$ cat config.mk
export PLATFORM = sky130hd
export DESIGN_NAME = song_reader_flat
export DESIGN_NICKNAME = d
export VERILOG_FILES = /design/src/rtl/song_reader_pkg.sv /design/src/rtl/song_reader_if.sv /design/src/rtl/song_rom.sv /design/src/rtl/song_reader.sv /design/src/flat_wrapper.sv
export SDC_FILE = /design/constraint.sdc
export NUM_CORES = 1
export LEC_CHECK = 0
export ABC_AREA = 0
export ABC_CLOCK_PERIOD_IN_PS = 2600
export CAP_MARGIN = 20
export CORE_UTILIZATION = 46
export CTS_BUF_LIST = sky130_fd_sc_hd__clkbuf_4 sky130_fd_sc_hd__clkbuf_8 sky130_fd_sc_hd__clkbuf_16
export DETAILED_ROUTE_END_ITERATION = 7
export PLACE_DENSITY = 0.76
export SETUP_SLACK_MARGIN = 0.02
export SLEW_MARGIN = 20
export SYNTH_ARGS = -nofsm -noshare
export SYNTH_HDL_FRONTEND = slang
export SYNTH_SLANG_ARGS = --single-unit
$ cat constraint.sdc
create_clock -name clk -period 2.6 [get_ports clk]
set_input_delay 0.78 -clock clk [delete_from_list [all_inputs] [get_ports clk]]
set_output_delay 0.78 -clock clk [all_outputs]
set_load 0.01 [all_outputs]
$ cat src/rtl/song_reader_pkg.sv
// Shared definitions for the song reader: widths, ROM word layout and FSM states.
package song_reader_pkg;
    localparam int IDX_W     = 5;
    localparam int SONG_W    = 2;
    localparam int NOTES     = 1 << IDX_W;
    localparam int ADDR_W    = SONG_W + IDX_W;
    localparam int ROM_DEPTH = 1 << ADDR_W;
    localparam int DATA_W    = 12;
    localparam int NOTE_W    = 6;

    localparam int NOTE_MSB = 11;
    localparam int NOTE_LSB = 6;
    localparam int DUR_MSB  = 5;
    localparam int DUR_LSB  = 0;

    localparam logic [NOTE_W-1:0] END_MARKER = '0;

    typedef enum logic [2:0] {
        S_IDLE,
        S_FETCH,
        S_ISSUE,
        S_WAIT,
        S_DONE
    } state_e;

    function automatic logic is_end_marker(input logic [DATA_W-1:0] word);
        return word[DUR_MSB:DUR_LSB] == END_MARKER;
    endfunction
endpackage

$ cat src/rtl/song_reader_if.sv
// Control/note-player bundle around the song reader; master is the song reader itself.
interface song_reader_if;
    import song_reader_pkg::*;

    logic              play;
    logic [SONG_W-1:0] song;
    logic              note_done;
    logic [NOTE_W-1:0] note;
    logic [NOTE_W-1:0] duration;
    logic              new_note;
    logic              song_done;

    modport master (
        input  play, song, note_done,
        output note, duration, new_note, song_done
    );

    modport slave (
        output play, song, note_done,
        input  note, duration, new_note, song_done
    );
endinterface

$ cat src/rtl/song_rom.sv
// Song ROM with one-cycle registered read; ROM_IMAGE is the packed image of the song memory file.
module song_rom
    import song_reader_pkg::*;
#(
    parameter logic [ROM_DEPTH*DATA_W-1:0] ROM_IMAGE = '0
) (
    input  logic              clk,
    input  logic [ADDR_W-1:0] addr,
    output logic [DATA_W-1:0] data
);
    logic [DATA_W-1:0] data_d, data_q;

    always_comb begin
        data_d = ROM_IMAGE[int'(addr)*DATA_W +: DATA_W];
    end

    always_ff @(posedge clk) begin
        data_q <= data_d;
    end

    assign data = data_q;
endmodule

$ cat src/rtl/song_reader.sv
// Song sequencer: fetches ROM entries and hands them to the note player one at a time.
// Build option: SONG_LOOP_EN restarts the song at its end instead of parking in S_DONE.
module song_reader
    import song_reader_pkg::*;
#(
    parameter logic [ROM_DEPTH*DATA_W-1:0] ROM_IMAGE = '0
) (
    input  logic          clk,
    input  logic          reset,
    song_reader_if.master bus
);
    state_e            state_q, state_d;
    logic              paused_q, paused_d;
    logic [SONG_W-1:0] cur_song_q, cur_song_d;
    logic [IDX_W-1:0]  index_q, index_d;
    logic [NOTE_W-1:0] note_q, note_d;
    logic [NOTE_W-1:0] dur_q, dur_d;
    logic              new_note_q, new_note_d;
    logic              song_done_q, song_done_d;
    logic              end_song;
    logic [DATA_W-1:0] rom_data;

    song_rom #(.ROM_IMAGE(ROM_IMAGE)) u_rom (
        .clk  (clk),
        .addr ({cur_song_q, index_q}),
        .data (rom_data)
    );

    always_comb begin
        state_d     = state_q;
        paused_d    = paused_q;
        cur_song_d  = cur_song_q;
        index_d     = index_q;
        note_d      = note_q;
        dur_d       = dur_q;
        new_note_d  = 1'b0;
        song_done_d = 1'b0;
        end_song    = 1'b0;

        case (state_q)
            S_IDLE: begin
                if (bus.play) begin
                    cur_song_d = bus.song;
                    index_d    = '0;
                    paused_d   = 1'b0;
                    state_d    = S_FETCH;
                end
            end
            S_FETCH, S_ISSUE, S_WAIT: begin
                // Pause outranks a song change, which outranks note_done.
                if (!bus.play) begin
                    paused_d = 1'b1;
                    state_d  = S_FETCH;
                end else if (bus.song != cur_song_q) begin
                    cur_song_d = bus.song;
                    index_d    = '0;
                    paused_d   = 1'b0;
                    state_d    = S_FETCH;
                end else if (paused_q) begin
                    paused_d = 1'b0;
                end else if (state_q == S_FETCH) begin
                    state_d = S_ISSUE;
                end else if (state_q == S_ISSUE) begin
                    if (is_end_marker(rom_data)) begin
                        end_song = 1'b1;
                    end else begin
                        note_d     = rom_data[NOTE_MSB:NOTE_LSB];
                        dur_d      = rom_data[DUR_MSB:DUR_LSB];
                        new_note_d = 1'b1;
                        state_d    = S_WAIT;
                    end
                end else if (bus.note_done) begin
                    if (index_q == IDX_W'(NOTES-1)) begin
                        end_song = 1'b1;
                    end else begin
                        index_d = index_q + IDX_W'(1);
                        state_d = S_FETCH;
                    end
                end
            end
            S_DONE: begin
                if (!bus.play) begin
                    state_d = S_IDLE;
                end
            end
            default: state_d = S_IDLE;
        endcase

`ifdef SONG_LOOP_EN
        if (end_song) begin
            song_done_d = 1'b1;
            index_d     = '0;
            state_d     = S_FETCH;
        end
`else
        if (end_song) begin
            state_d = S_DONE;
        end
        song_done_d = (state_d == S_DONE);
`endif
    end

    always_ff @(posedge clk) begin
        if (reset) begin
            state_q     <= S_IDLE;
            paused_q    <= 1'b0;
            cur_song_q  <= '0;
            index_q     <= '0;
            note_q      <= '0;
            dur_q       <= '0;
            new_note_q  <= 1'b0;
            song_done_q <= 1'b0;
        end else begin
            state_q     <= state_d;
            paused_q    <= paused_d;
            cur_song_q  <= cur_song_d;
            index_q     <= index_d;
            note_q      <= note_d;
            dur_q       <= dur_d;
            new_note_q  <= new_note_d;
            song_done_q <= song_done_d;
        end
    end

    assign bus.note      = note_q;
    assign bus.duration  = dur_q;
    assign bus.new_note  = new_note_q;
    assign bus.song_done = song_done_q;
endmodule

$ cat src/flat_wrapper.sv
// flat-port wrapper written by rule: the top's interface ports become plain ports
module song_reader_flat import song_reader_pkg::*;
#(
    parameter logic [ROM_DEPTH*DATA_W-1:0] ROM_IMAGE = '0
)
  (clk, reset, bus_play, bus_song, bus_note_done, bus_note, bus_duration, bus_new_note, bus_song_done);
  song_reader_if bus_i ();
  input  logic clk;
  input  logic reset;
  input wire logic [$bits(bus_i.play)-1:0] bus_play;
  input wire logic [$bits(bus_i.song)-1:0] bus_song;
  input wire logic [$bits(bus_i.note_done)-1:0] bus_note_done;
  output wire logic [$bits(bus_i.note)-1:0] bus_note;
  output wire logic [$bits(bus_i.duration)-1:0] bus_duration;
  output wire logic [$bits(bus_i.new_note)-1:0] bus_new_note;
  output wire logic [$bits(bus_i.song_done)-1:0] bus_song_done;
  assign bus_i.play = bus_play;
  assign bus_i.song = bus_song;
  assign bus_i.note_done = bus_note_done;
  assign bus_note = bus_i.note;
  assign bus_duration = bus_i.duration;
  assign bus_new_note = bus_i.new_note;
  assign bus_song_done = bus_i.song_done;
  song_reader #(.ROM_IMAGE(ROM_IMAGE)) u_core (.clk(clk), .reset(reset), .bus(bus_i));
endmodule
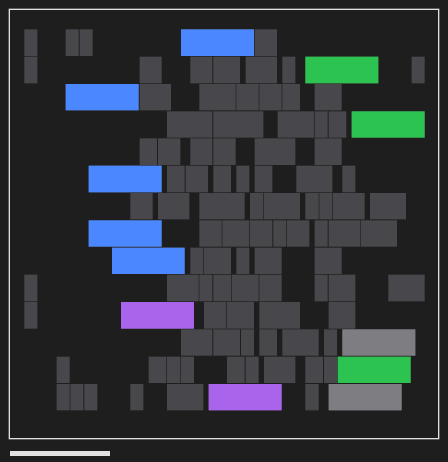
Run 1: sequential cells colored by netlist name
Scale bar: 10 µm. Other sequential cells in the stronger gray, the rest of the logic in the fainter gray.
- green: u_core.state_q (placed flops 3)
- blue: u_core.index_q (placed flops 5)
- purple: u_core.cur_song_q (placed flops 2)
- not colored: 2
Power Sequential: 0.193 mW
flip-flop and latch share of the layout cell area: 0.286
share of the core filled with cells: 0.552
combined flip-flop and latch cell area: 240 µm²

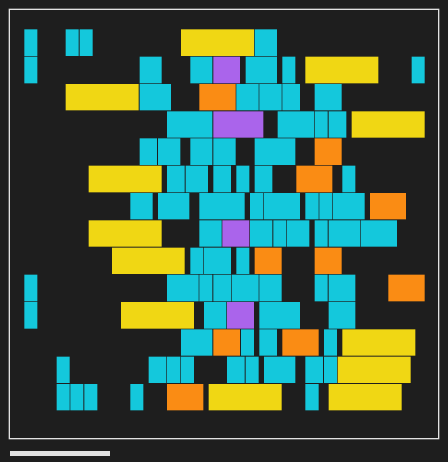
Run 1: cells colored by class
Scale bar: 10 µm.
- orange: other buffers and delay cells (cells 10; share of their area 11%)
- purple: clock drivers and dummy loads (cells 4; share of their area 4.4%)
- yellow: flip-flops (cells 12; share of their area 29%)
- cyan: all other logic (cells 78; share of their area 55%)

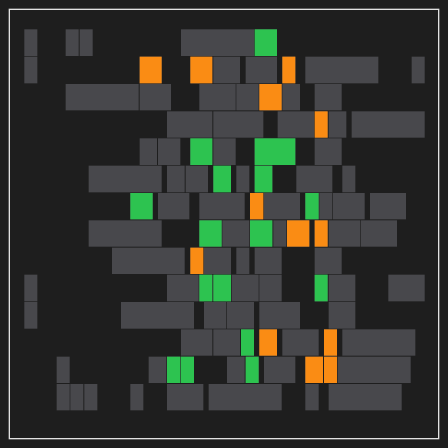
Run 1: selected gate families
- green: NAND gates (cells 16)
- orange: NOR gates (cells 13)

==> run summary, run 1 <==
Figures from the flow reports.

Outcome:
- The run finished with clean final reports.

Layout:
- Per the final layout report, the fraction of cells sized above drive strength 1 comes to 0.0962.
- The top cell types in the final layout, fill and taps aside, are sky130_fd_sc_hd__conb_1 (13), sky130_fd_sc_hd__dfxtp_1 (12), sky130_fd_sc_hd__nor2_1 (7), sky130_fd_sc_hd__nand2_1 (7), sky130_fd_sc_hd__clkdlybuf4s50_1 (6).
- The most common logic cell in the final layout is sky130_fd_sc_hd__conb_1.
- The run puts the diode insertion count for antenna repair at 0.
- The run gives the number of non-filler instances in the completed layout as 120.
- The run puts the finished layout cell area at 841 µm².
- The run gives the final layout net count as 113.
- The flow measured a signed area growth from synthesis to layout of 10.3%.

STA:
- The run puts the count of endpoints failing hold in the final timing report at 0.
- The run puts the achievable frequency at 423 MHz.
- In the final report, the number of pins over their slew limit comes to 0.
- For the final database, setup skew stands at 0.00301 ns.
- The most critical hold endpoint after final layout shows a slack of 0.464 ns.
- The run puts the setup-violating endpoint count in the final report at 0.
- Setup repair after global routing left no endpoint under its margin.
- Counting I/O delays and the setup requirement, the final critical path takes 2.36 ns.
- Of the available clock period, the critical path in the final layout requires 0.909.

Synthesis:
- In this run the cell area of the synthesized design comes to 762 µm².
- The run gives the number of synthesized register bits as 12.
- The run gives the top-area cell type share of the netlist area as 0.315.
- The run puts the tally of unique sky130hd cells used after synthesis at 36.
- The run puts the post-synthesis average cell area at 8.19 µm².
- Ranked by total cell area, the synthesized netlist is headed by sky130_fd_sc_hd__dfxtp_1 (32%), sky130_fd_sc_hd__buf_4 (13%), sky130_fd_sc_hd__nand2_1 (3.4%), sky130_fd_sc_hd__nor2_1 (3.4%), sky130_fd_sc_hd__ha_1 (3.3%).
- The run gives the leading register cell type out of synthesis as sky130_fd_sc_hd__dfxtp_1.
- For reference, the top cells by count after synthesis are sky130_fd_sc_hd__buf_4 (13), sky130_fd_sc_hd__dfxtp_1 (12), sky130_fd_sc_hd__nand2_1 (7), sky130_fd_sc_hd__nor2_1 (7), sky130_fd_sc_hd__inv_1 (5).
- The synth_stat.txt file lists the number of cells as 93.
- Counting every instance in the synthesized netlist gives 93.
- The run gives the number of warnings reported in the yosys synthesis log as 0.
- Sorting the synthesis cell report by count puts at the top sky130_fd_sc_hd__buf_4.
- The run gives the portion of the post-synthesis area used by sequential elements as 0.315.
- The run gives the synthesized chip area reported by yosys as 762 µm².
- The run gives the number of synthesized flops with an enable pin as 0.
- Per the synth stats, the proportion of register bits with asynchronous set or reset is 0.
- The synthesized design spends more area on one cell type than any other, namely sky130_fd_sc_hd__dfxtp_1.

Place:
- The run gives the placed cell count as 116.
- The post-placement cell area is 805 µm².
- The run puts the total half-perimeter wirelength after legalization and detailed placement at 1.11 mm.
- The run gives the weighted congestion at the end of routability-driven global placement as 0.849.
- As logged by OpenROAD, the buffers inserted on ports number 6.

Floorplanning:
- 20 I/O pins were placed.
- At the floorplan stage, the core utilization is reported as 0.500.
- The run puts the horizontal extent of the die at 42.7 µm.
- The run gives the core region area as 1520 µm².
- The run puts the height of the chip at 42.7 µm.
- The run gives the number of placement rows as 14.
- In this run the full chip footprint comes out at 1820 µm².

Power:
- The run puts the total power after layout at 0.395 mW.
- The run puts the maximum vdd ir drop at 0.213 mV.
- The run puts the static power due to leakage at 0.338 nW.
- The run gives the power per unit of standard cell area as 470 nW/µm².

Worst setup path:
- The worst register-to-register path has a setup slack of 0.48 ns.
- The run puts the data required time at the worst endpoint at 2.79 ns.
- The worst register-to-register path ends at u_core.bus.song_done$_SDFF_PP0_.
- For the worst flop-to-flop path, the logic depth is 7.
- The critical path is of the primary input to flip-flop type.
- STA classifies the critical path endpoint as a flip-flop.
- Tracing the worst setup path back leads to its startpoint at bus_song[0].
- The run gives the worst path arrival time as 2.56 ns.
- In this run the worst path has a maximum fanout of 5.
- STA classifies the critical path startpoint as a primary input.
- STA lists the startpoint of the worst register-to-register path as u_core.index_q[0]$_SDFFE_PP0P_.
- According to the timing report, the critical path is captured at u_core.bus.song_done$_SDFF_PP0_.

Clock tree:
- In this run, post-CTS repair resized a total of 0 instances.
- The run puts the number of clock sinks seen by CTS at 12.
- The timing report gives the clock slew at the launch and capture registers of the worst setup and hold paths as 0.08 ns.
- The run gives the CTS tree as built.
- The run gives the maximum buffer depth of the clock tree as 2.
- The run gives the number of buffers inserted by hold repair at cts as 0.
- The CTS report gives the tree buffer count as 3.
- Per the CTS log, the root buffer master is sky130_fd_sc_hd__clkbuf_4.
- Looking at the clock tree report, the H-tree level count equals 1.
- The number of setup buffers added after CTS is 0.
- The run puts the clock latency on the worst-skew pair at 0.28 ns.

Global routing:
- Overall routing resource usage recorded by global route was 0.193.
- For this run the aggregate overflow at the end of global routing stands at 0.
- The run puts the number of global-route vias before repair at 639.
- The run gives the number of antenna violations at the first check in global routing as 0.
- The run gives the wire length of the first global-routing pass as 2.69 mm.
- Entering global routing, the biggest net connects 12 pins.

Hold path:
- In this run the worst hold path is classified as flip-flop to flip-flop.

Detailed routing:
- The first detailed-routing pass ran for 4 iterations.
- The run puts the detailed-route wire length at 1.52 mm.
- The run puts the residual DRC count at 0.
- The final route contains 692 vias.
- The run puts the violation count after the first detailed-routing iteration at 21.
- The run puts the average via count per standard cell at 5.77.
- The run puts the average wire per cell in the routed design at 12.7 µm.
- The run puts the final antenna-violating net count at 0.

Job:
- The run puts the max-capacitance violation count at 0.
- The stage logs contain a warning count of 26.
==> run 1: critical path, cell delays in order <==
cell and delay (ns):
sky130_fd_sc_hd__clkdlybuf4s50_1 0.44, sky130_fd_sc_hd__xor2_1 0.17, sky130_fd_sc_hd__or3_1 0.44, sky130_fd_sc_hd__or4_4 0.50, sky130_fd_sc_hd__a211oi_1 0.23
==> run 1: cell type report <==
class                      count  area, µm²
clock buffer                   4       36.3
fill                         156        683
inverter                       5       18.8
multi-input combinational     73        435
sequential                    12        240
tap                           16       20.0
timing repair buffer          10       90.1
==> run 1: layer usage <==
| metal | vias up | global-route usage | routed length (µm) | part of all wire |
|---|---|---|---|---|
| met4 | 0 | 0.144 | 47 | 0.031 |
| met3 | 6 | 0.0170 | 69 | 0.045 |
| met5 | - | 0 | 0 | 0 |
| met1 | 328 | 0.238 | 667 | 0.44 |
| li1 | 332 | - | - | - |
| met2 | 26 | 0.309 | 736 | 0.48 |
==> run 1: cells by family after synthesis <==
family	synth area share
compound gates	0.154
simple gates	0.271
other cells	0.00492
fa+ha+maj	0.0460
mux	0.0131
flops	0.315
buf+inv	0.172
xor+xnor	0.0230
==> run 1: how the worst min path moves through the flow <==
stage | start | end | slack [ns] | cells past startpoint
3_5_place_dp | u_core.cur_song_q[0]$_SDFFE_PP0P_ | u_core.cur_song_q[0]$_SDFFE_PP0P_ | 0.46 | 2
3_3_place_gp | u_core.cur_song_q[1]$_SDFFE_PP0P_ | u_core.cur_song_q[1]$_SDFFE_PP0P_ | 0.45 | 2
2_1_floorplan | u_core.cur_song_q[0]$_SDFFE_PP0P_ | u_core.cur_song_q[0]$_SDFFE_PP0P_ | 0.45 | 2
4_1_cts | u_core.cur_song_q[0]$_SDFFE_PP0P_ | u_core.cur_song_q[0]$_SDFFE_PP0P_ | 0.47 | 2
6_report | u_core.cur_song_q[0]$_SDFFE_PP0P_ | u_core.cur_song_q[0]$_SDFFE_PP0P_ | 0.46 | 2
5_1_grt | u_core.cur_song_q[0]$_SDFFE_PP0P_ | u_core.cur_song_q[0]$_SDFFE_PP0P_ | 0.51 | 2
==> run 1: power by group <==
part           switching [mW]  internal [mW]  total [mW]
Sequential            0.00492          0.188       0.193
Clock                  0.0667         0.0852       0.152
Combinational          0.0311         0.0198      0.0509
Total                   0.103          0.293       0.395
==> run 1: through the flow <==
step	utilization	worst slack, ns	setup TNS, ns
6_report	0.552	0.237	0
3_5_place_dp	0.528	-0.0445	-0.0885
2_1_floorplan	-	0.406	0
4_1_cts	0.552	0.237	0
5_1_grt	0.552	0.0872	0
3_3_place_gp	0.528	0.000812	0
==> run 1: sequential cells by signal (all words and copies together) (netlist names) <==
name	flops
u_core.paused_q	1
u_core.state_q	3
u_core.cur_song_q	2
u_core.index_q	5
u_core.bus.song_done	1
Run 1, signal wires by layer:
Scale bar: 10 µm. Only two layers are drawn.
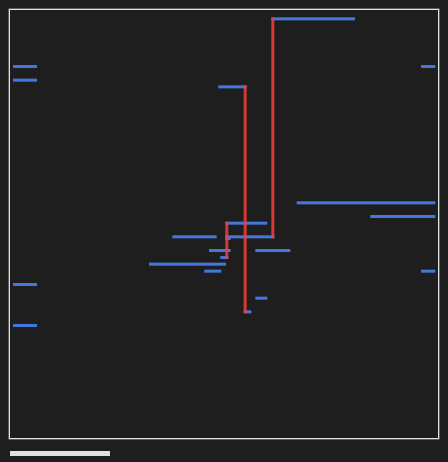

==> run 2: changes to the inputs <==
--- a/config.mk
+++ b/config.mk
@@ -6,12 +6,12 @@
 export NUM_CORES = 1
 export LEC_CHECK = 0
 export ABC_AREA = 0
-export ABC_CLOCK_PERIOD_IN_PS = 2600
+export ABC_CLOCK_PERIOD_IN_PS = 1900
 export CAP_MARGIN = 20
-export CORE_UTILIZATION = 46
+export CORE_UTILIZATION = 42
 export CTS_BUF_LIST = sky130_fd_sc_hd__clkbuf_4 sky130_fd_sc_hd__clkbuf_8 sky130_fd_sc_hd__clkbuf_16
 export DETAILED_ROUTE_END_ITERATION = 7
-export PLACE_DENSITY = 0.76
+export PLACE_DENSITY = 0.73
 export SETUP_SLACK_MARGIN = 0.02
 export SLEW_MARGIN = 20
 export SYNTH_ARGS = -nofsm -noshare
==> constraint.sdc (replaced) <==
create_clock -name clk -period 1.9 [get_ports clk]
set_input_delay 0.57 -clock clk [delete_from_list [all_inputs] [get_ports clk]]
set_output_delay 0.57 -clock clk [all_outputs]
set_load 0.01 [all_outputs]
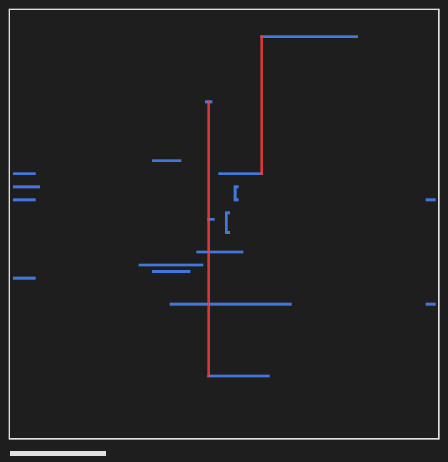
Run 2: signal wires by layer
Scale bar: 10 µm. Only two layers are drawn.
- red: met4 (wire length 42.8 µm)
- blue: met3 (wire length 65.3 µm)
total via count after detailed routing: 707
All-Layer GR Usage: 0.185

==> run 2 against run 1 <==
  * Combinational power increased by about 60%
  * Via count increased by 2.2%
  * Sequential share of layout area is 4.3 points lower
  * Critical path type unchanged
  * Setup slack lost 0.20 ns
  * Count of clock-buffer cells in the layout is the same
  * Die area up 9.1%
  * Sequential power grew 37%
  * Utilization increased by 3.3 points
  * Clock power rose by 39%
  * Clock skew is 0.0013 ns higher
  * Hold slack better by 0.012 ns
==> run summary, run 2 <==
Figures from the flow reports.

Floorplanning:
- The run puts the boundary pin count at 20 (unchanged).
- The run puts the die area at 1990 µm² (+9.1%).
- The run puts the effective utilization at floorplan at 0.446 (-0.0538).
- The run puts the core region area at 1710 µm² (+12%).
- The run gives the horizontal extent of the die as 44.6 µm (+4.4%).
- The number of placement rows was 15 (+1).
- The run gives the height of the chip as 44.6 µm (+4.4%).

Synthesis:
- The run puts the netlist area before placement at 762 µm² (unchanged).
- The portion of the post-synthesis area used by sequential elements is 0.315 (unchanged).
- The run gives the number of warnings reported in the yosys synthesis log as 0 (unchanged).
- The run puts the tally of unique sky130hd cells used after synthesis at 36 (unchanged).
- The run puts the number of synthesized flops with an enable pin at 0 (unchanged).
- The run gives the leading register cell type out of synthesis as sky130_fd_sc_hd__dfxtp_1.
- Sorting the synthesized cells by area gives the leading types as sky130_fd_sc_hd__dfxtp_1 (32%), sky130_fd_sc_hd__buf_4 (13%), sky130_fd_sc_hd__nand2_1 (3.4%), sky130_fd_sc_hd__nor2_1 (3.4%), sky130_fd_sc_hd__ha_1 (3.3%).
- The run puts the gate count after technology mapping at 93 (unchanged).
- The run gives the number of synthesized register bits as 12 (unchanged).
- The synthesized chip area reported by yosys came to 762 µm² (unchanged).
- The run gives the total cells reported by yosys after synthesis as 93 (unchanged).
- The run puts the post-synthesis average cell area at 8.19 µm² (unchanged).
- After synthesis, the most frequently instantiated cells are sky130_fd_sc_hd__buf_4 (13), sky130_fd_sc_hd__dfxtp_1 (12), sky130_fd_sc_hd__nand2_1 (7), sky130_fd_sc_hd__nor2_1 (7), sky130_fd_sc_hd__inv_1 (5).
- The synthesized design spends more area on one cell type than any other, namely sky130_fd_sc_hd__dfxtp_1.
- The run gives the library cell with the highest instance count after synthesis as sky130_fd_sc_hd__buf_4.
- The run puts the share of flip-flops with an asynchronous set or reset at 0 (unchanged).
- The top-area cell type share of the netlist area came to 0.315 (unchanged).

Outcome:
- The run finished with clean final reports.

Layout:
- The run gives the diode insertion count for antenna repair as 0 (unchanged).
- In the final layout, the registers with the most flip-flops are u_core.index_q x5, u_core.state_q x3, u_core.cur_song_q x2.
- The run gives the largest register by flop count as u_core.index_q.
- The fraction of final layout cells with drive strength greater than 1 was 0.284 (+0.188).
- Among logic cells in the layout, the one with the most instances is sky130_fd_sc_hd__buf_4.
- The run gives the layout overhead on the synthesized area as 31.0%.
- The run gives the flip-flop count of the largest register after layout as 5 (unchanged).
- The final layout net count was 125 (+11%).
- The top cell types in the final layout, fill and taps aside, are sky130_fd_sc_hd__buf_4 (16), sky130_fd_sc_hd__conb_1 (13), sky130_fd_sc_hd__dfxtp_1 (10), sky130_fd_sc_hd__nor2_1 (7), sky130_fd_sc_hd__nand2_1 (6).
- The number of non-filler instances in the completed layout was 141 (+18%).

Worst setup path:
- The worst setup path is captured at a flip-flop.
- The run gives the data required time at the worst endpoint as 2.11 ns (-0.68 ns).
- The run gives the largest fanout of any net on the critical path as 3 (-2).
- The run puts the biggest cell delay along the critical path at 0.49 ns (about the same).
- The run gives the number of buffer and inverter instances along the worst setup path as 2 (+1).
- STA classifies the critical path startpoint as a primary input.
- The signal on the critical path passes through clkdlybuf4s50_1 -> buf_4 -> and4b_1 -> nand3_1 -> or4_1 -> a31oi_1.
- The run gives the kind of cell adding the most delay to the critical path as simple AND/OR/NAND/NOR gates.
- The run puts the worst path arrival time at 2.08 ns (-0.48 ns).
- The run gives the critical path's slowest cell as sky130_fd_sc_hd__clkdlybuf4s50_1.
- Looking at the setup timing report, the critical path kind is primary input to flip-flop.

STA:
- The count of endpoints failing hold in the final timing report came to 0 (unchanged).
- The final hold slack came to 0.476 ns (+0.0121 ns).
- The run gives the minimum clock period after layout as 1.87 ns.
- The run gives the achievable frequency as 536 MHz.
- The final-report max-slew violation count came to 0 (unchanged).
- The run gives the ratio of final minimum period to clock period as 0.982.
- The run puts the setup-violating endpoint count in the final report at 0 (unchanged).
- The worst clock skew on the final layout was 0.00426 ns (+0.00125 ns).
- Setup repair after global routing could not meet its margin everywhere.

Power:
- The run puts the static power due to leakage at 0.401 nW (+19%).
- The run gives the maximum vdd ir drop as 0.311 mV (+46%).
- The power per unit of standard cell area came to 557 nW/µm² (+18%).

Detailed routing:
- The run gives the residual DRC count as 0 (unchanged).
- The detailed-route wire length was 1.69 mm (+11%).
- The run gives the violation count after the first detailed-routing iteration as 25 (+19%).
- The run puts the average wire per cell in the routed design at 12.0 µm (-5.2%).
- The run gives the final antenna-violating net count as 0 (unchanged).
- The run gives the detailed-router iteration count before antenna repair as 4 (unchanged).
- The average via count per standard cell is 5.01 (-13%).

Clock tree:
- The run puts the number of clock sinks seen by CTS at 12 (unchanged).
- The maximum buffer depth of the clock tree is 2 (unchanged).
- The run gives the CTS tree as built.
- The run puts the number of levels the H-tree was split into at 1 (unchanged).
- The post-CTS setup buffer count was 0 (unchanged).
- Looking at the clock tree report, the root buffer type is sky130_fd_sc_hd__clkbuf_4.
- The run puts the clock transition at the registers of the reported paths at 0.08 ns (about the same).
- The run puts the number of buffers added by the clock tree synthesis step at 3 (unchanged).
- The run gives the clock latency on the worst-skew pair as 0.28 ns (about the same).

Global routing:
- The run puts the remaining global-route overflow at 0 (unchanged).
- The run gives the number of antenna violations at the first check in global routing as 0 (unchanged).
- The run gives the wire length of the first global-routing pass as 2.65 mm (-1.6%).
- The number of global-route vias before repair came to 664 (+3.9%).
- The run puts the maximum number of pins on one net before global-route repair at 9 (-3).

Place:
- The run puts the placed cell count at 137 (+18%).
- The run gives the total half-perimeter wirelength after legalization and detailed placement as 1.31 mm (+18%).
- The run puts the weighted congestion at the end of routability-driven global placement at 0.824 (-3.0%).
- The number of port buffers came to 6 (unchanged).

Hold path:
- The run gives the path type of the worst min-delay path as flip-flop to flip-flop.

Job:
- The run gives the max-capacitance violation count as 0 (unchanged).
- The total tool warning count was 28 (+7.7%).
[run 2: cell types whose count changed in the layout (fill, tap and decap cells not counted), sizes merged]
cell,delta
buf,+12
dlygate4sd2,+2
clkdlybuf4s50,-2
[run 2: layout make-up]
cell class | instances | area (µm²)
clock buffer | 4 | 36.3
fill | 158 | 709
inverter | 5 | 18.8
multi-input combinational | 73 | 492
sequential | 12 | 243
tap | 25 | 31.3
timing repair buffer | 22 | 178
[run 2: cells by family after synthesis]
family | Yosys count | synth area share
buf+inv | 20 | 0.172
mux | 1 | 0.0131
fa+ha+maj | 3 | 0.0460
xor+xnor | 2 | 0.0230
flops | 12 | 0.315
compound gates | 17 | 0.154
simple gates | 37 | 0.271
other cells | 1 | 0.00492
[run 2: routing by layer]
metal / track usage / up-vias / part of all wire
met4: 0.115 / 0 / 0.025
met3: 0.0408 / 5 / 0.038
met1: 0.197 / 321 / 0.43
met2: 0.326 / 26 / 0.50
li1: - / 355 / -
met5: 0 / - / 0
[run 2: path summary, 6_finish.rpt]
check                                                  startpoint                           endpoint  slack (ns)  cells after the start
worst min-delay path            u_core.cur_song_q[1]$_SDFFE_PP0P_  u_core.cur_song_q[1]$_SDFFE_PP0P_        0.48                      2
worst max register to register     u_core.index_q[1]$_SDFFE_PP0P_       u_core.state_q[2]$_SDFF_PP0_        0.04                      7
worst max-delay path                                bus_note_done     u_core.index_q[2]$_SDFFE_PP0P_        0.03                      6
worst min register to register  u_core.cur_song_q[1]$_SDFFE_PP0P_  u_core.cur_song_q[1]$_SDFFE_PP0P_        0.48                      2
[run 2: tightest hold or removal path, cell delays in order (launching register included)]
cell,delay (ns)
sky130_fd_sc_hd__dfxtp_1,0.32
sky130_fd_sc_hd__nand2_1,0.05
sky130_fd_sc_hd__a21oi_1,0.06
[run 2: report_power, final]
group          total, mW  switching [mW]  internal [mW]
clock network      0.211          0.0941          0.117
logic             0.0814          0.0467         0.0348
registers          0.264         0.00694          0.257
[run 2: metrics by stage]
step | setup WS [ns] | cell area, µm² | util | power, mW | setup TNS, ns
floorplan | 0.0154 | 853 | - | 0.332 | 0
CTS | 0.0268 | 991 | 0.580 | 0.560 | 0
global route | -0.0514 | 998 | 0.585 | 0.586 | -0.110
global placement | -0.392 | 952 | 0.558 | 0.347 | -2.71
finish | 0.0333 | 998 | 0.585 | 0.556 | 0
detailed placement | -0.416 | 952 | 0.558 | 0.350 | -3.03
[run 2: timing repair]
action | CTS | global route
hold buffers | 0 | 0
resized | 3 | 2
pin swaps | 2 | 1
endpoints found under the setup margin | 6 | 6
==> run 3: changes to the inputs <==
--- a/config.mk
+++ b/config.mk
@@ -11,9 +11,11 @@
 export CORE_UTILIZATION = 42
 export CTS_BUF_LIST = sky130_fd_sc_hd__clkbuf_4 sky130_fd_sc_hd__clkbuf_8 sky130_fd_sc_hd__clkbuf_16
 export DETAILED_ROUTE_END_ITERATION = 7
+export GPL_ROUTABILITY_DRIVEN = 0
 export PLACE_DENSITY = 0.73
 export SETUP_SLACK_MARGIN = 0.02
 export SLEW_MARGIN = 20
 export SYNTH_ARGS = -nofsm -noshare
 export SYNTH_HDL_FRONTEND = slang
 export SYNTH_SLANG_ARGS = --single-unit
+export TNS_END_PERCENT = 20
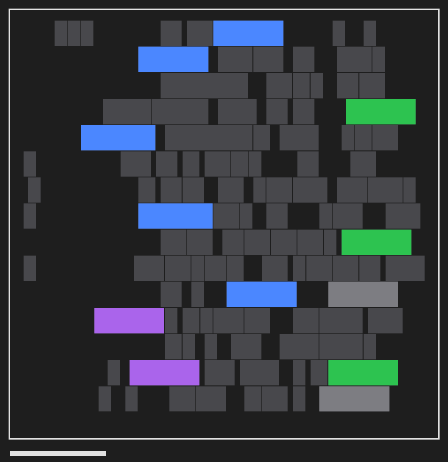
Run 3: sequential cells colored by netlist name
Scale bar: 10 µm. Other sequential cells in the stronger gray, the rest of the logic in the fainter gray.
- purple: u_core.cur_song_q (placed flops 2)
- blue: u_core.index_q (placed flops 5)
- green: u_core.state_q (placed flops 3)
- not colored: 2
Power Sequential: 0.264 mW
share of the core filled with cells: 0.585
combined flip-flop and latch cell area: 243 µm²

==> run 3 against run 2 <==
  * Via count stayed put
  * Synthesized cell count unchanged
  * Total power stayed put
  * Critical endpoint unchanged
==> run summary, run 3 <==
Figures from the flow reports.

Power:
- The run puts the power share of the sequential group at 0.474 (about the same).
- The proportion of power drawn by combinational gates is 0.146 (about the same).
- The static power due to leakage was 0.401 nW (unchanged).
- The run puts the total power after layout at 0.556 mW (unchanged).
- The run puts the internal power component at 0.408 mW (unchanged).
- The run puts the clock share of power at 0.379 (about the same).
- The run gives the maximum vdd ir drop as 0.311 mV (unchanged).
- The run puts the total net switching power at 0.148 mW (unchanged).

Layout:
- The run puts the finished layout cell area at 998 µm² (unchanged).
- The run puts the flip-flop count of the largest register after layout at 5 (unchanged).
- The layout overhead on the synthesized area is 31.0% (unchanged).
- The registers reported with the highest flop counts are u_core.index_q x5, u_core.state_q x3, u_core.cur_song_q x2.
- The run gives the final layout net count as 125 (unchanged).
- Ranking logic cells in the layout by count gives the top entries sky130_fd_sc_hd__buf_4 (16), sky130_fd_sc_hd__conb_1 (13), sky130_fd_sc_hd__dfxtp_1 (10), sky130_fd_sc_hd__nor2_1 (7), sky130_fd_sc_hd__nand2_1 (6).
- The diode insertion count for antenna repair came to 0 (unchanged).
- The run gives the largest register by flop count as u_core.index_q.
- The run puts the fraction of final layout cells with drive strength greater than 1 at 0.284 (unchanged).
- The run puts the layout filler cell count at 158 (unchanged).

STA:
- The run puts the worst clock skew on the final layout at 0.00426 ns (unchanged).
- The ratio of final minimum period to clock period came to 0.982 (unchanged).
- Setup repair after global routing could not meet its margin everywhere.
- The run gives the final-report max-slew violation count as 0 (unchanged).
- The run gives the final-layout setup total negative slack as 0 ns (unchanged).
- The achievable frequency came to 536 MHz (unchanged).
- The count of endpoints failing hold in the final timing report was 0 (unchanged).
- The run gives the final hold slack as 0.476 ns (unchanged).
- The run gives the setup-violating endpoint count in the final report as 0 (unchanged).
- The run puts the minimum clock period after layout at 1.87 ns (unchanged).

Worst setup path:
- The worst register-to-register path begins at u_core.index_q[1]$_SDFFE_PP0P_.
- The run gives the element type at the critical path end as a flip-flop.
- According to the timing report, the critical path is launched from bus_note_done.
- The run gives the category of the most critical setup path as primary input to flip-flop.
- The largest fanout of any net on the critical path came to 3 (unchanged).
- The run gives the data required time at the worst endpoint as 2.11 ns (about the same).
- The run puts the worst path arrival time at 2.08 ns (about the same).

Synthesis:
- The run gives the number of warnings reported in the yosys synthesis log as 0 (unchanged).
- The run gives the library cell with the highest instance count after synthesis as sky130_fd_sc_hd__buf_4.
- The post-synthesis average cell area was 8.19 µm² (unchanged).
- The run puts the tally of unique sky130hd cells used after synthesis at 36 (unchanged).
- In the synthesized netlist, the cells that appear most often are sky130_fd_sc_hd__buf_4 (13), sky130_fd_sc_hd__dfxtp_1 (12), sky130_fd_sc_hd__nand2_1 (7), sky130_fd_sc_hd__nor2_1 (7), sky130_fd_sc_hd__inv_1 (5).
- The number of synthesized flops with an enable pin was 0 (unchanged).
- The run gives the portion of the post-synthesis area used by sequential elements as 0.315 (unchanged).
- Of all cell types, the one taking the most synthesized area is sky130_fd_sc_hd__dfxtp_1.
- The run puts the netlist area before placement at 762 µm² (unchanged).
- The run puts the share of flip-flops with an asynchronous set or reset at 0 (unchanged).
- Sorting the synthesized cells by area gives the leading types as sky130_fd_sc_hd__dfxtp_1 (32%), sky130_fd_sc_hd__buf_4 (13%), sky130_fd_sc_hd__nand2_1 (3.4%), sky130_fd_sc_hd__nor2_1 (3.4%), sky130_fd_sc_hd__ha_1 (3.3%).
- The commonest register cell is sky130_fd_sc_hd__dfxtp_1.

Detailed routing:
- The run puts the violation count after the first detailed-routing iteration at 25 (unchanged).
- The run gives the residual DRC count as 0 (unchanged).
- The average wire per cell in the routed design came to 12.0 µm (unchanged).
- The run gives the final antenna-violating net count as 0 (unchanged).
- The run gives the average via count per standard cell as 5.01 (unchanged).
- The run gives the vias after detailed routing as 707 (unchanged).

Floorplanning:
- The die area was 1990 µm² (unchanged).
- The horizontal extent of the die came to 44.6 µm (unchanged).
- The run gives the boundary pin count as 20 (unchanged).
- The core region area was 1710 µm² (unchanged).
- The run puts the effective utilization at floorplan at 0.446 (unchanged).
- The run gives the height of the chip as 44.6 µm (unchanged).
- The run gives the number of placement rows as 15 (unchanged).

Clock tree:
- The run puts the maximum buffer depth of the clock tree at 2 (unchanged).
- The run gives the post-CTS setup buffer count as 0 (unchanged).
- The clock transition at the registers of the reported paths came to 0.08 ns (about the same).
- The run gives the number of buffers inserted by hold repair at cts as 0 (unchanged).
- The run gives the clock latency on the worst-skew pair as 0.28 ns (about the same).
- TritonCTS built the clock tree.
- The run puts the number of levels the H-tree was split into at 1 (unchanged).
- The run puts the number of buffers added by the clock tree synthesis step at 3 (unchanged).

Global routing:
- The run gives the remaining global-route overflow as 0 (unchanged).
- The run gives the number of global-route vias before repair as 664 (unchanged).
- The run gives the maximum number of pins on one net before global-route repair as 9 (unchanged).
- The run gives the wire length of the first global-routing pass as 2.65 mm (unchanged).
- The run gives the number of antenna violations at the first check in global routing as 0 (unchanged).
- The run gives the total routing resource utilization after global routing as 0.185 (unchanged).

Hold path:
- The min-delay analysis places its worst path in the category flip-flop to flip-flop.
- STA lists the startpoint of the worst hold path as u_core.cur_song_q[1]$_SDFFE_PP0P_.

Place:
- The run puts the total half-perimeter wirelength after legalization and detailed placement at 1.31 mm (unchanged).
- The run puts the number of port buffers at 6 (unchanged).

Outcome:
- The run finished with clean final reports.
-- run 3: cell counts in the layout (fill, tap and decap cells not counted) --
No cell type changed its count.
-- run 3: cell families (layout without fill, tap and decap cells) --
logic type / Yosys count / count (layout) / share of synthesized area
xor+xnor: 2 / 2 / 0.0230
fa+ha+maj: 3 / 3 / 0.0460
compound gates: 17 / 17 / 0.154
buf+inv: 20 / 31 / 0.172
flops: 12 / 12 / 0.315
mux: 1 / 1 / 0.0131
simple gates: 37 / 37 / 0.271
other cells: 1 / 13 / 0.00492
-- run 3: area by class of cell --
| cell class | count | area, µm² | area share |
|---|---|---|---|
| inverters | 5 | 18.8 | 0.0188 |
| clock buffers | 4 | 36.3 | 0.0363 |
| flip-flops and latches | 12 | 243 | 0.243 |
| repair buffers | 22 | 178 | 0.178 |
| well taps | 25 | 31.3 | 0.0313 |
| multi-input cells | 73 | 492 | 0.492 |
-- run 3: power by group through the flow --
stage,logic [mW],clock network [mW],registers (mW)
floorplan,0.0643,0,0.268
global placement,0.0782,0,0.269
detailed placement,0.0806,0,0.270
CTS,0.0807,0.215,0.264
global route,0.0894,0.233,0.264
finish,0.0814,0.211,0.264
-- run 3: layer usage --
layer / vias up / track usage / part of all wire
met4: 0 / 0.115 / 0.025
met3: 5 / 0.0408 / 0.038
met2: 26 / 0.326 / 0.50
met5: - / 0 / 0
li1: 355 / - / -
met1: 321 / 0.197 / 0.43
-- run 3: what timing repair did --
item / 4_1_cts / 5_1_grt
setup endpoints to repair: 6 / 6
resized: 3 / 2
pin swaps: 2 / 1
-- run 3: stage by stage --
step,std cells,worst slack (ns)
after CTS,141,0.0268
after global placement,137,-0.392
after global routing,141,-0.0514
after floorplan,105,0.0154
final,141,0.0333
after detailed placement,137,-0.416
-- run 3: final timing paths --
check / endpoint / slack, ns / cells after the start
max: u_core.index_q[2]$_SDFFE_PP0P_ / 0.03 / 6
min: u_core.cur_song_q[1]$_SDFFE_PP0P_ / 0.48 / 2
max reg2reg: u_core.state_q[2]$_SDFF_PP0_ / 0.04 / 7
min reg2reg: u_core.cur_song_q[1]$_SDFFE_PP0P_ / 0.48 / 2
-- run 3: worst max-delay path, stage by stage --
cell and delay (ns):
sky130_fd_sc_hd__clkdlybuf4s50_1 0.49, sky130_fd_sc_hd__buf_4 0.12, sky130_fd_sc_hd__and4b_1 0.24, sky130_fd_sc_hd__nand3_1 0.11
sky130_fd_sc_hd__or4_1 0.41, sky130_fd_sc_hd__a31oi_1 0.15

==> gallery <==
Track usage over the die.
Plate I
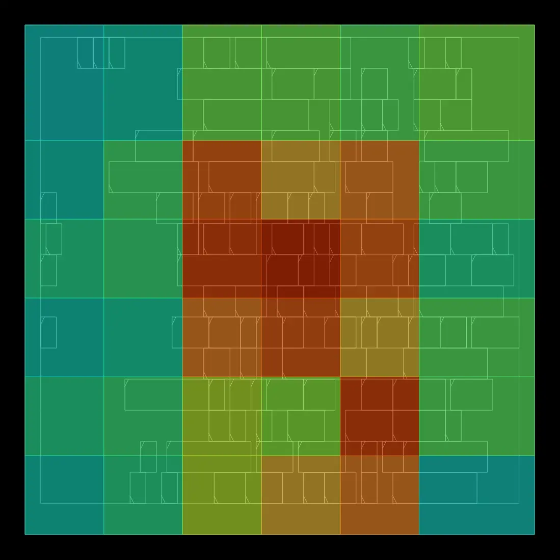
Plate II
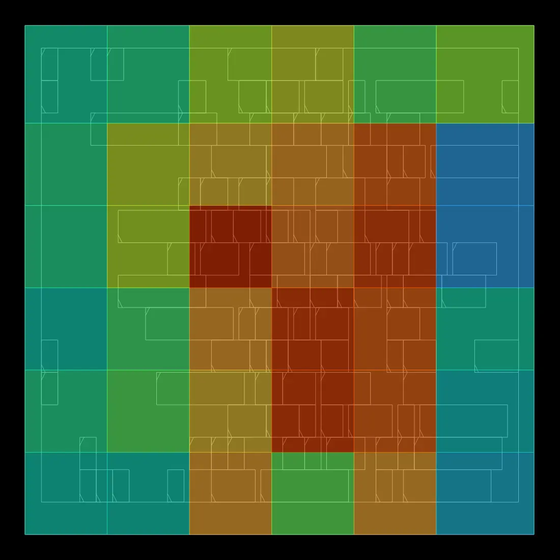
Plate II -> run 1
Plate I -> run 2

No activity file was given, so power comes from the tool's default toggle rates.
